[config.mk]
export PLATFORM = sky130hd
export DESIGN_NAME = process_scheduler_flat
export DESIGN_NICKNAME = d
export VERILOG_FILES = /design/src/rtl/process_scheduler_if.sv /design/src/rtl/process_scheduler.sv /design/src/flat_wrapper.sv
export SDC_FILE = /design/constraint.sdc
export NUM_CORES = 1
export LEC_CHECK = 0
export ABC_AREA = 1
export CORE_MARGIN = 2
export CORE_UTILIZATION = 40
export DETAILED_ROUTE_END_ITERATION = 8
export GPL_TIMING_DRIVEN = 0
export PLACE_DENSITY = 0.71
export RECOVER_POWER = 100
export SETUP_SLACK_MARGIN = 0.15
export SLEW_MARGIN = 10
export SYNTH_ARGS = -nofsm -noshare
export SYNTH_HDL_FRONTEND = slang
export SYNTH_SLANG_ARGS = --single-unit
[constraint.sdc]
create_clock -name clock -period 6.9 [get_ports clock]
set_clock_uncertainty 0.05 [all_clocks]
set_input_delay 1.035 -clock clock [delete_from_list [all_inputs] [get_ports clock]]
set_output_delay 1.035 -clock clock [all_outputs]
set_load 0.02 [all_outputs]
[src/rtl/process_scheduler_if.sv]
// Dispatch channel between the process scheduler and the program counter.
// dispatch_valid rises with a stable (dispatch_prog, dispatch_pc) pair, which stays held until an edge with dispatch_ack=1 completes the transfer.
interface process_scheduler_if #(
    parameter int ADDR_W = 32,
    parameter int PROG_W = 3
);
    logic              dispatch_valid;
    logic [PROG_W-1:0] dispatch_prog;
    logic [ADDR_W-1:0] dispatch_pc;
    logic              dispatch_ack;

    modport master (output dispatch_valid, dispatch_prog, dispatch_pc, input dispatch_ack);
    modport slave  (input dispatch_valid, dispatch_prog, dispatch_pc, output dispatch_ack);
endinterface

[src/rtl/process_scheduler.sv]
// Round-robin time-slice scheduler for user program slots 1..N_SLOTS sharing one PC.
// Preempts on quantum expiry, program end or yield and hands the next (prog, pc) pair out over the dispatch channel.
module process_scheduler #(
    parameter int N_SLOTS = 4,
    parameter int ADDR_W  = 32,
    parameter int PROG_W  = 3
) (
    input  logic                    clock,
    input  logic                    reset,
    input  logic                    quantum_load,
    input  logic [ADDR_W-1:0]       quantum_in,
    input  logic                    admit,
    input  logic [PROG_W-1:0]       admit_slot,
    input  logic [ADDR_W-1:0]       admit_pc,
    input  logic                    instr_retired,
    input  logic                    prog_end,
    input  logic                    yield,
    input  logic [ADDR_W-1:0]       resume_pc,
    process_scheduler_if.master     disp,
    output logic                    preempt,
    output logic [1:0]              preempt_cause,
    output logic [PROG_W-1:0]       running_prog,
    output logic                    sched_idle,
    output logic [2:0]              state_dbg
);
    typedef enum logic [2:0] {
        S_IDLE     = 3'd0,
        S_SELECT   = 3'd1,
        S_DISPATCH = 3'd2,
        S_RUN      = 3'd3,
        S_SAVE     = 3'd4
    } state_t;

    localparam logic [1:0] CAUSE_EXPIRY = 2'b01;
    localparam logic [1:0] CAUSE_END    = 2'b10;
    localparam logic [1:0] CAUSE_YIELD  = 2'b11;

    state_t            state_q, state_d;
    logic [N_SLOTS:1]  ready_q, ready_d;
    logic [ADDR_W-1:0] saved_q [1:N_SLOTS];
    logic [ADDR_W-1:0] saved_d [1:N_SLOTS];
    logic [ADDR_W-1:0] quantum_q, quantum_d;
    logic [ADDR_W-1:0] count_q, count_d;
    logic [PROG_W-1:0] ptr_q, ptr_d;
    logic [PROG_W-1:0] disp_prog_q, disp_prog_d;
    logic [ADDR_W-1:0] disp_pc_q, disp_pc_d;
    logic [PROG_W-1:0] running_q, running_d;
    logic [1:0]        cause_q, cause_d;

    logic              admit_ok;
    logic [ADDR_W:0]   count_sum;
    logic              expire;
    logic [1:0]        exit_cause;
    logic              found_hi, found_lo, sel_found;
    logic [PROG_W-1:0] sel_hi, sel_lo, sel_slot;
    logic [ADDR_W-1:0] sel_pc;

    // Admits of slot 0, out-of-range slots and the running slot are dropped.
    assign admit_ok   = admit && (admit_slot != '0) && (admit_slot <= PROG_W'(N_SLOTS))
                        && (admit_slot != running_q);
    assign count_sum  = {1'b0, count_q} + {{ADDR_W{1'b0}}, instr_retired};
    assign expire     = (quantum_q != '0) && (count_sum >= {1'b0, quantum_q});
    assign exit_cause = prog_end ? CAUSE_END : (yield ? CAUSE_YIELD : (expire ? CAUSE_EXPIRY : 2'b00));

    // Round-robin search: lowest ready slot above ptr, else lowest ready slot at or below it.
    always_comb begin
        found_hi = 1'b0;
        found_lo = 1'b0;
        sel_hi   = '0;
        sel_lo   = '0;
        for (int j = N_SLOTS; j >= 1; j--) begin
            if (ready_q[j]) begin
                if (PROG_W'(j) > ptr_q) begin
                    found_hi = 1'b1;
                    sel_hi   = PROG_W'(j);
                end else begin
                    found_lo = 1'b1;
                    sel_lo   = PROG_W'(j);
                end
            end
        end
        sel_found = found_hi | found_lo;
        sel_slot  = found_hi ? sel_hi : sel_lo;
        sel_pc    = '0;
        for (int j = 1; j <= N_SLOTS; j++) begin
            if (sel_slot == PROG_W'(j)) sel_pc = saved_q[j];
        end
    end

    always_ff @(posedge clock) begin
        if (!reset) begin
            state_q     <= S_IDLE;
            ready_q     <= '0;
            quantum_q   <= '0;
            count_q     <= '0;
            ptr_q       <= PROG_W'(N_SLOTS);
            disp_prog_q <= '0;
            disp_pc_q   <= '0;
            running_q   <= '0;
            cause_q     <= '0;
            for (int j = 1; j <= N_SLOTS; j++) saved_q[j] <= '0;
        end else begin
            state_q     <= state_d;
            ready_q     <= ready_d;
            quantum_q   <= quantum_d;
            count_q     <= count_d;
            ptr_q       <= ptr_d;
            disp_prog_q <= disp_prog_d;
            disp_pc_q   <= disp_pc_d;
            running_q   <= running_d;
            cause_q     <= cause_d;
            for (int j = 1; j <= N_SLOTS; j++) saved_q[j] <= saved_d[j];
        end
    end

    always_comb begin
        state_d = state_q;
        case (state_q)
            S_IDLE:     if ((|ready_q) || admit_ok) state_d = S_SELECT;
            S_SELECT:   state_d = sel_found ? S_DISPATCH : S_IDLE;
            S_DISPATCH: if (disp.dispatch_ack) state_d = S_RUN;
            S_RUN:      if (exit_cause != 2'b00) state_d = S_SAVE;
            S_SAVE:     state_d = S_SELECT;
            default:    state_d = S_IDLE;
        endcase
    end

    always_comb begin
        ready_d     = ready_q;
        quantum_d   = quantum_load ? quantum_in : quantum_q;
        count_d     = count_q;
        ptr_d       = ptr_q;
        disp_prog_d = disp_prog_q;
        disp_pc_d   = disp_pc_q;
        running_d   = running_q;
        cause_d     = cause_q;
        for (int j = 1; j <= N_SLOTS; j++) begin
            saved_d[j] = saved_q[j];
            if (admit_ok && (admit_slot == PROG_W'(j))) begin
                ready_d[j] = 1'b1;
                saved_d[j] = admit_pc;
            end
        end
        case (state_q)
            S_SELECT: begin
                if (sel_found) begin
                    disp_prog_d = sel_slot;
                    disp_pc_d   = sel_pc;
                    ptr_d       = sel_slot;
                end
            end
            S_DISPATCH: begin
                if (disp.dispatch_ack) begin
                    running_d = disp_prog_q;
                    count_d   = '0;
                end
            end
            S_RUN: begin
                count_d = count_sum[ADDR_W] ? '1 : count_sum[ADDR_W-1:0];
                if (exit_cause != 2'b00) cause_d = exit_cause;
            end
            S_SAVE: begin
                for (int j = 1; j <= N_SLOTS; j++) begin
                    if (running_q == PROG_W'(j)) begin
                        if (cause_q == CAUSE_END) ready_d[j] = 1'b0;
                        else                      saved_d[j] = resume_pc;
                    end
                end
                running_d = '0;
            end
            default: ;
        endcase
    end

    always_comb begin
        disp.dispatch_valid = (state_q == S_DISPATCH);
        disp.dispatch_prog  = disp_prog_q;
        disp.dispatch_pc    = disp_pc_q;
        preempt             = (state_q == S_SAVE);
        preempt_cause       = (state_q == S_SAVE) ? cause_q : 2'b00;
        running_prog        = running_q;
        sched_idle          = (state_q == S_IDLE);
        state_dbg           = state_q;
    end
endmodule

[src/flat_wrapper.sv]
// flat-port wrapper written by rule: the top's interface ports become plain ports
module process_scheduler_flat 
#(
    parameter int N_SLOTS = 4,
    parameter int ADDR_W  = 32,
    parameter int PROG_W  = 3
)
  (clock, reset, quantum_load, quantum_in, admit, admit_slot, admit_pc, instr_retired, prog_end, yield, resume_pc, preempt, preempt_cause, running_prog, sched_idle, state_dbg, disp_dispatch_valid, disp_dispatch_prog, disp_dispatch_pc, disp_dispatch_ack);
  process_scheduler_if #(.ADDR_W(ADDR_W), .PROG_W(PROG_W)) disp_i ();
  input  logic clock;
  input  logic reset;
  input  logic quantum_load;
  input  logic [ADDR_W-1:0] quantum_in;
  input  logic admit;
  input  logic [PROG_W-1:0] admit_slot;
  input  logic [ADDR_W-1:0] admit_pc;
  input  logic instr_retired;
  input  logic prog_end;
  input  logic yield;
  input  logic [ADDR_W-1:0] resume_pc;
  output logic preempt;
  output logic [1:0] preempt_cause;
  output logic [PROG_W-1:0] running_prog;
  output logic sched_idle;
  output logic [2:0] state_dbg;
  output wire logic [$bits(disp_i.dispatch_valid)-1:0] disp_dispatch_valid;
  output wire logic [$bits(disp_i.dispatch_prog)-1:0] disp_dispatch_prog;
  output wire logic [$bits(disp_i.dispatch_pc)-1:0] disp_dispatch_pc;
  input wire logic [$bits(disp_i.dispatch_ack)-1:0] disp_dispatch_ack;
  assign disp_dispatch_valid = disp_i.dispatch_valid;
  assign disp_dispatch_prog = disp_i.dispatch_prog;
  assign disp_dispatch_pc = disp_i.dispatch_pc;
  assign disp_i.dispatch_ack = disp_dispatch_ack;
  process_scheduler #(.N_SLOTS(N_SLOTS), .ADDR_W(ADDR_W), .PROG_W(PROG_W)) u_core (.clock(clock), .reset(reset), .quantum_load(quantum_load), .quantum_in(quantum_in), .admit(admit), .admit_slot(admit_slot), .admit_pc(admit_pc), .instr_retired(instr_retired), .prog_end(prog_end), .yield(yield), .resume_pc(resume_pc), .disp(disp_i), .preempt(preempt), .preempt_cause(preempt_cause), .running_prog(running_prog), .sched_idle(sched_idle), .state_dbg(state_dbg));
endmodule
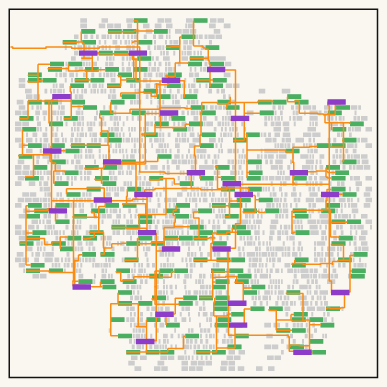
Fig. 1. Clock distribution.
Drawn at 2 px/um.
- clock-net drivers: purple (count 28)
- flip-flops: green (count 240)
- clock wires: orange (length 3300 um)
- routed clock nets: 29
- flops lie: all over the die
Clock power frac: 41.4%
Insertion Delay late pin: 0.57 ns
Clk. pwr: 1520 uW

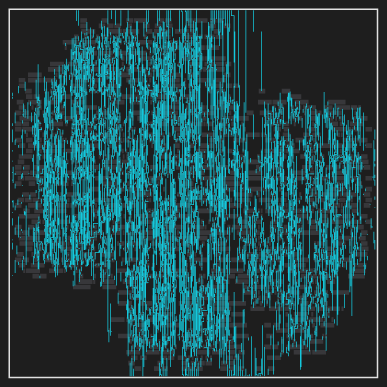
Fig. 2. Metal 2.
Drawn at 2 px/um.
- wire length on this layer: 21.2 mm
- main direction: vertical
routed vias: 13510
M2 GR Usage: 44.27%

## path summary, 6_finish.rpt
| path | from | to | slack [ns] | cells past startpoint |
|---|---|---|---|---|
| worst max-delay path | instr_retired | u_core.state_dbg[1] | 1.93 | 23 |
| worst min-delay path | u_core.count_q[0] | u_core.count_q[0] | 0.42 | 2 |
| worst max register to register | u_core.count_q[0] | u_core.state_dbg[1] | 2.66 | 22 |
| worst min register to register | u_core.count_q[0] | u_core.count_q[0] | 0.42 | 2 |
## per-layer routing
layer	global-route usage, %	wire length [um]
met1	31.69	18500
met4	12.45	2045
met3	3.554	3278
met5	0	0
met2	44.27	21210
==> impl_metrics.json <==
{
  "status": "complete, no violations",
  "dominant-cell-class": "logic gates",
  "slew_headroom_pct": 20.38,
  "synthTopLogicFamily": "AND-OR/OR-AND gates",
  "top_cell": "nand2_1",
  "post-route-min-period_ns": 4.973,
  "finalNonFillerCells": 2404,
  "synth-seq-cells": 240,
  "path_class": "in -> reg",
  "port_buffers": 151,
  "initCoreUtil_pct": 40.69,
  "inv_count": 235,
  "powerDensity_nw_per_um2": 235.1,
  "antenna_found_initial": 0,
  "drt-initial-drc-count": 1164,
  "synth.avg_cell_area_um2": 7.143,
  "first_pass_iters": 5,
  "cts_root_buf": "clkbuf_16",
  "ys_sh_mux_pct": 0,
  "ys_sh_aoi_pct": 27.26,
  "p_leak_uw": 0.006313,
  "synthCells": 1802,
  "largest_reg_flops": 128,
  "bufAreaShareNonClock_pct": 12.67,
  "crit_chain": "dlygate4sd3_1, ha_1, ha_1, nand2_1, nor2_1, nand2_4, nor2_1, nand2_1, nor2_1, nand4_2, nor2_1, xor2_1, inv_1, ha_1, nand4_1, nor4_1, nand3_1, nand4_1, nand2_1, nand3_1, nand3_1, nand2_1, nor2_2",
  "postSynth.asyncResetShare_pct": 0,
  "cap_violations": 0,
  "seqCellArea_um2": 4805,
  "core_um2": 31640,
  "drc": 0,
  "top_area_cell": "dfxtp_1",
  "required_ns": 7.26,
  "xor_area_share_pct": 2.041,
  "n_tap_cell": 402
}
Power is estimated from default activity; no workload was simulated.
